### src/rtl/mag_stats_tracker.sv
// Conditions a magnitude sample stream: sliding-window average, peak hold with decay, hysteretic alarm.
// Latency: one cycle from an accepted sample (mag_valid=1, clear=0) to updated outputs and the out_valid pulse.
// Backpressure: none; every strobed sample is consumed, and idle cycles only drop the one-cycle pulses.
module mag_stats_tracker #(
  parameter int WIDTH        = 8,
  parameter int AVG_LOG2     = 3,
  parameter int HOLD_SAMPLES = 4
) (
  input  logic             clk,
  input  logic             rst_n,
  input  logic             clear,
  input  logic             mag_valid,
  input  logic [WIDTH-1:0] mag_in,
  input  logic [WIDTH-1:0] thr_hi,
  input  logic [WIDTH-1:0] thr_lo,
  output logic [WIDTH-1:0] avg_out,
  output logic             avg_valid,
  output logic [WIDTH-1:0] peak_out,
  output logic             alarm,
  output logic             alarm_rise,
  output logic             out_valid
);

  localparam int WIN = 1 << AVG_LOG2;
  localparam int SW  = WIDTH + AVG_LOG2;
  localparam int HW  = $clog2(HOLD_SAMPLES + 1);
  localparam logic [AVG_LOG2:0] FILL_FULL = {1'b1, {AVG_LOG2{1'b0}}};
  localparam logic [HW-1:0]     HOLD_LIM  = HW'(HOLD_SAMPLES);

  typedef enum logic {BELOW = 1'b0, ABOVE = 1'b1} state_t;

  logic [WIDTH-1:0]    win_buf_q [WIN];
  logic [WIDTH-1:0]    win_buf_d [WIN];
  logic [AVG_LOG2-1:0] wp_q, wp_d;
  logic [SW-1:0]       sum_q, sum_d;
  logic [AVG_LOG2:0]   fill_q, fill_d;
  logic [HW-1:0]       hold_q, hold_d;
  logic [WIDTH-1:0]    avg_q, avg_d;
  logic                avg_valid_q, avg_valid_d;
  logic [WIDTH-1:0]    peak_q, peak_d;
  state_t              state_q, state_d;
  logic                alarm_rise_q, alarm_rise_d;
  logic                out_valid_q, out_valid_d;

  logic [SW-1:0]       sum_next;
  logic [WIDTH-1:0]    avg_next;

  // Next-state logic: clear wins over a strobe; otherwise an accepted sample updates everything at once.
  always_comb begin
    win_buf_d    = win_buf_q;
    wp_d         = wp_q;
    sum_d        = sum_q;
    fill_d       = fill_q;
    hold_d       = hold_q;
    avg_d        = avg_q;
    avg_valid_d  = avg_valid_q;
    peak_d       = peak_q;
    state_d      = state_q;
    alarm_rise_d = 1'b0;
    out_valid_d  = 1'b0;
    // The oldest slot leaves as the new sample enters; the sum always covers exactly WIN slots,
    // so it cannot exceed WIN * max(sample) and intermediate wrap cancels out.
    sum_next = sum_q + SW'(mag_in) - SW'(win_buf_q[wp_q]);
    avg_next = sum_next[SW-1:AVG_LOG2];

    if (clear) begin
      for (int i = 0; i < WIN; i++) win_buf_d[i] = '0;
      wp_d        = '0;
      sum_d       = '0;
      fill_d      = '0;
      hold_d      = '0;
      avg_d       = '0;
      avg_valid_d = 1'b0;
      peak_d      = '0;
      state_d     = BELOW;
    end else if (mag_valid) begin
      win_buf_d[wp_q] = mag_in;
      wp_d            = wp_q + AVG_LOG2'(1);
      sum_d           = sum_next;
      avg_d           = avg_next;
      out_valid_d     = 1'b1;
      if (fill_q != FILL_FULL) fill_d = fill_q + (AVG_LOG2 + 1)'(1);
      avg_valid_d = (fill_d == FILL_FULL);

      // Peak: new max restarts the hold; otherwise hold, then decay one step per sample.
      // Decay never undershoots mag_in because mag_in < peak here.
      if (mag_in >= peak_q) begin
        peak_d = mag_in;
        hold_d = '0;
      end else if (hold_q < HOLD_LIM) begin
        hold_d = hold_q + HW'(1);
      end else begin
        peak_d = peak_q - WIDTH'(1);
      end

      // Alarm only judges a full window so a diluted start-up average cannot trip or clear it.
      if (fill_d == FILL_FULL) begin
        case (state_q)
          BELOW: if (avg_next >= thr_hi) begin
            state_d      = ABOVE;
            alarm_rise_d = 1'b1;
          end
          ABOVE: if (avg_next < thr_lo) state_d = BELOW;
          default: state_d = BELOW;
        endcase
      end
    end
  end

  // State registers with asynchronous active-low reset.
  always_ff @(posedge clk or negedge rst_n) begin
    if (!rst_n) begin
      for (int i = 0; i < WIN; i++) win_buf_q[i] <= '0;
      wp_q         <= '0;
      sum_q        <= '0;
      fill_q       <= '0;
      hold_q       <= '0;
      avg_q        <= '0;
      avg_valid_q  <= 1'b0;
      peak_q       <= '0;
      state_q      <= BELOW;
      alarm_rise_q <= 1'b0;
      out_valid_q  <= 1'b0;
    end else begin
      win_buf_q    <= win_buf_d;
      wp_q         <= wp_d;
      sum_q        <= sum_d;
      fill_q       <= fill_d;
      hold_q       <= hold_d;
      avg_q        <= avg_d;
      avg_valid_q  <= avg_valid_d;
      peak_q       <= peak_d;
      state_q      <= state_d;
      alarm_rise_q <= alarm_rise_d;
      out_valid_q  <= out_valid_d;
    end
  end

  assign avg_out    = avg_q;
  assign avg_valid  = avg_valid_q;
  assign peak_out   = peak_q;
  assign alarm      = (state_q == ABOVE);
  assign alarm_rise = alarm_rise_q;
  assign out_valid  = out_valid_q;

endmodule

### config.mk
export PLATFORM = sky130hd
export DESIGN_NAME = mag_stats_tracker
export DESIGN_NICKNAME = d
export VERILOG_FILES = /design/src/rtl/mag_stats_tracker.sv
export SDC_FILE = /design/constraint.sdc
export NUM_CORES = 1
export LEC_CHECK = 0
export ABC_AREA = 1
export CAP_MARGIN = 15
export CELL_PAD_IN_SITES_DETAIL_PLACEMENT = 0
export CELL_PAD_IN_SITES_GLOBAL_PLACEMENT = 1
export CORE_MARGIN = 3
export CORE_UTILIZATION = 40
export DETAILED_ROUTE_END_ITERATION = 12
export PLACE_DENSITY = 0.73
export SLEW_MARGIN = 10
export SYNTH_ARGS = -nofsm -noshare
export SYNTH_HDL_FRONTEND = slang
export SYNTH_SLANG_ARGS = --single-unit
### constraint.sdc
create_clock -name clk -period 3.8 [get_ports clk]
set_input_delay 1.14 -clock clk [delete_from_list [all_inputs] [get_ports clk]]
set_output_delay 1.14 -clock clk [all_outputs]
set_load 0.05 [all_outputs]
Fig. 1: where the registers sit
Bar = 50 um. Other sequential cells in the stronger gray, the rest of the logic in the fainter gray.
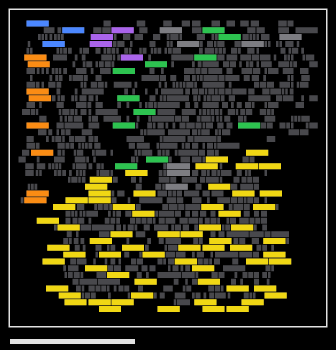
[orange] peak_out | sequential cells: 8
[green] sum_q | sequential cells: 11
[blue] hold_q | sequential cells: 3
[yellow] win_buf_q | sequential cells: 64
[purple] fill_q | sequential cells: 4
fin util: 0.5769
seq pwr: 1.21 mW
register share of the cell area: 0.3000

Fig. 2: close-up of the layout
Window x 80 to 110, y 17 to 47 um. Cells in gray, sequential cells in the stronger gray; small squares are vias.
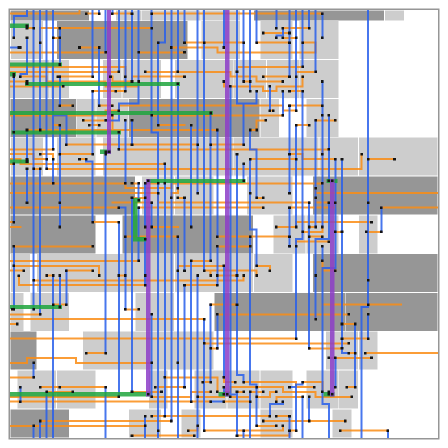
[blue] metal 2
[green] metal 3
[orange] metal 1
[purple] metal 4
sequential cells in the window: 10
netlist names of flops here include: win_buf_q (10)
most frequent: o22ai_1 (17), buf_4 (13), inv_1 (12)
cells with their middle in the window: 60

Fig. 3: clock network drawn from the DEF
Bar = 50 um.
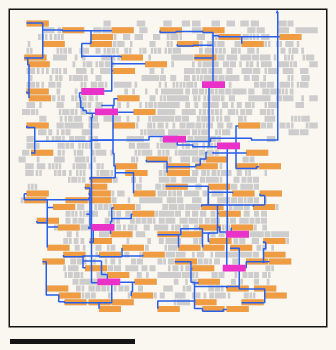
[magenta] clock drivers | count: 9
[orange] flip-flops | count: 97
[blue] clock wires | length: 1290 um
flops lie: spread over the die
routed clock nets: 10
skew final: 0.01117 ns
power share of the clock group: 0.168
Clk. pwr: 0.909 mW
worst skew pair latency: 0.35 ns

==> results.cfg <==
; flow metrics
[status]
violations = setup timing
status = finished, violations left

[pwr]
leakage_nw = 3.800
switchingPower_mw = 2.286
power_frac_seq = 0.224
p_comb_mw = 3.28
pwr-share-comb = 0.608

[setup_path]
crit_chain = buf_6, nand3_4, buf_6, o22ai_1, a21oi_4, o2111ai_4, fa_1, inv_2, ha_4, buf_4, inv_1, nor3_2, nand3_1, nand4_1, xor2_1, ha_1, a21oi_2, o21ai_1, a21oi_2, a21oi_2, nor2_1, nand2_1
r2r_cells = 22
critPathRequiredTime_ns = 4.04

[cts]
cts_root_buf = clkbuf_16
cts_hold_buf = 0

[final_layout]
lay_top_cells = 148 x inv_1, 99 x buf_4, 97 x nand2_1
nNonClkBuffers = 163
sh_comb_area = 0.3838
final_layout_top_logic_cell = inv_1
n_antenna_cell = 0

[sta]
fin_ws_ns = -0.1755
final-setup-viol-count = 2

[floorplanning]
core_area_um2 = 14040

[routing]
wl_per_cell_um = 16.91

[synthesis]
ys_cells = 694
yosys-mux-area-fraction = 0
syn_area_um2 = 5803

[grt]
grt_pass1_wl_um = 27630
Fig. 4: clock wiring as the flow saved it
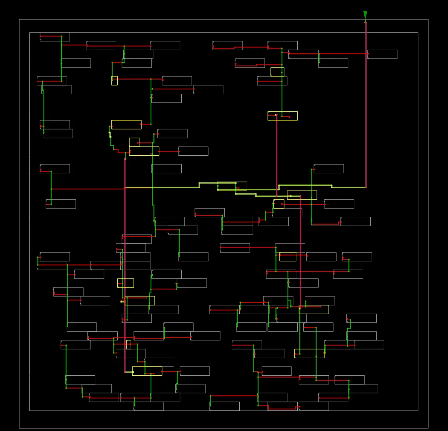
clock sinks: 97
Num CTS Buffers: 9
CLK BUF: 12

Fig. 5: cell sizes after repair
Bar = 50 um.
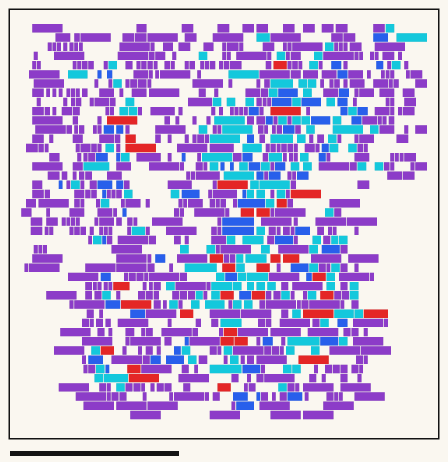
[red] _6 and larger | cells: 32
[purple] _0 and _1 cells | cells: 617
[cyan] _3 and _4 cells | cells: 132
[blue] _2 cells | cells: 70

[synthesized netlist by cell type, types with 4 or more instances]
| library cell | number |
|---|---|
| fa_1 | 8 |
| buf_2 | 9 |
| dfrtp_1 | 97 |
| nor2_1 | 25 |
| a221oi_1 | 8 |
| buf_4 | 11 |
| xor2_1 | 11 |
| nand3_1 | 29 |
| nand4_1 | 8 |
| nand2_1 | 105 |
| ha_1 | 39 |
| inv_2 | 5 |
| nor3_1 | 4 |
| inv_1 | 162 |
| a22oi_1 | 5 |
| a21oi_1 | 28 |
| o21ai_1 | 10 |
| o21ai_0 | 19 |
| o22ai_1 | 82 |
Power is estimated from default activity; no workload was simulated.
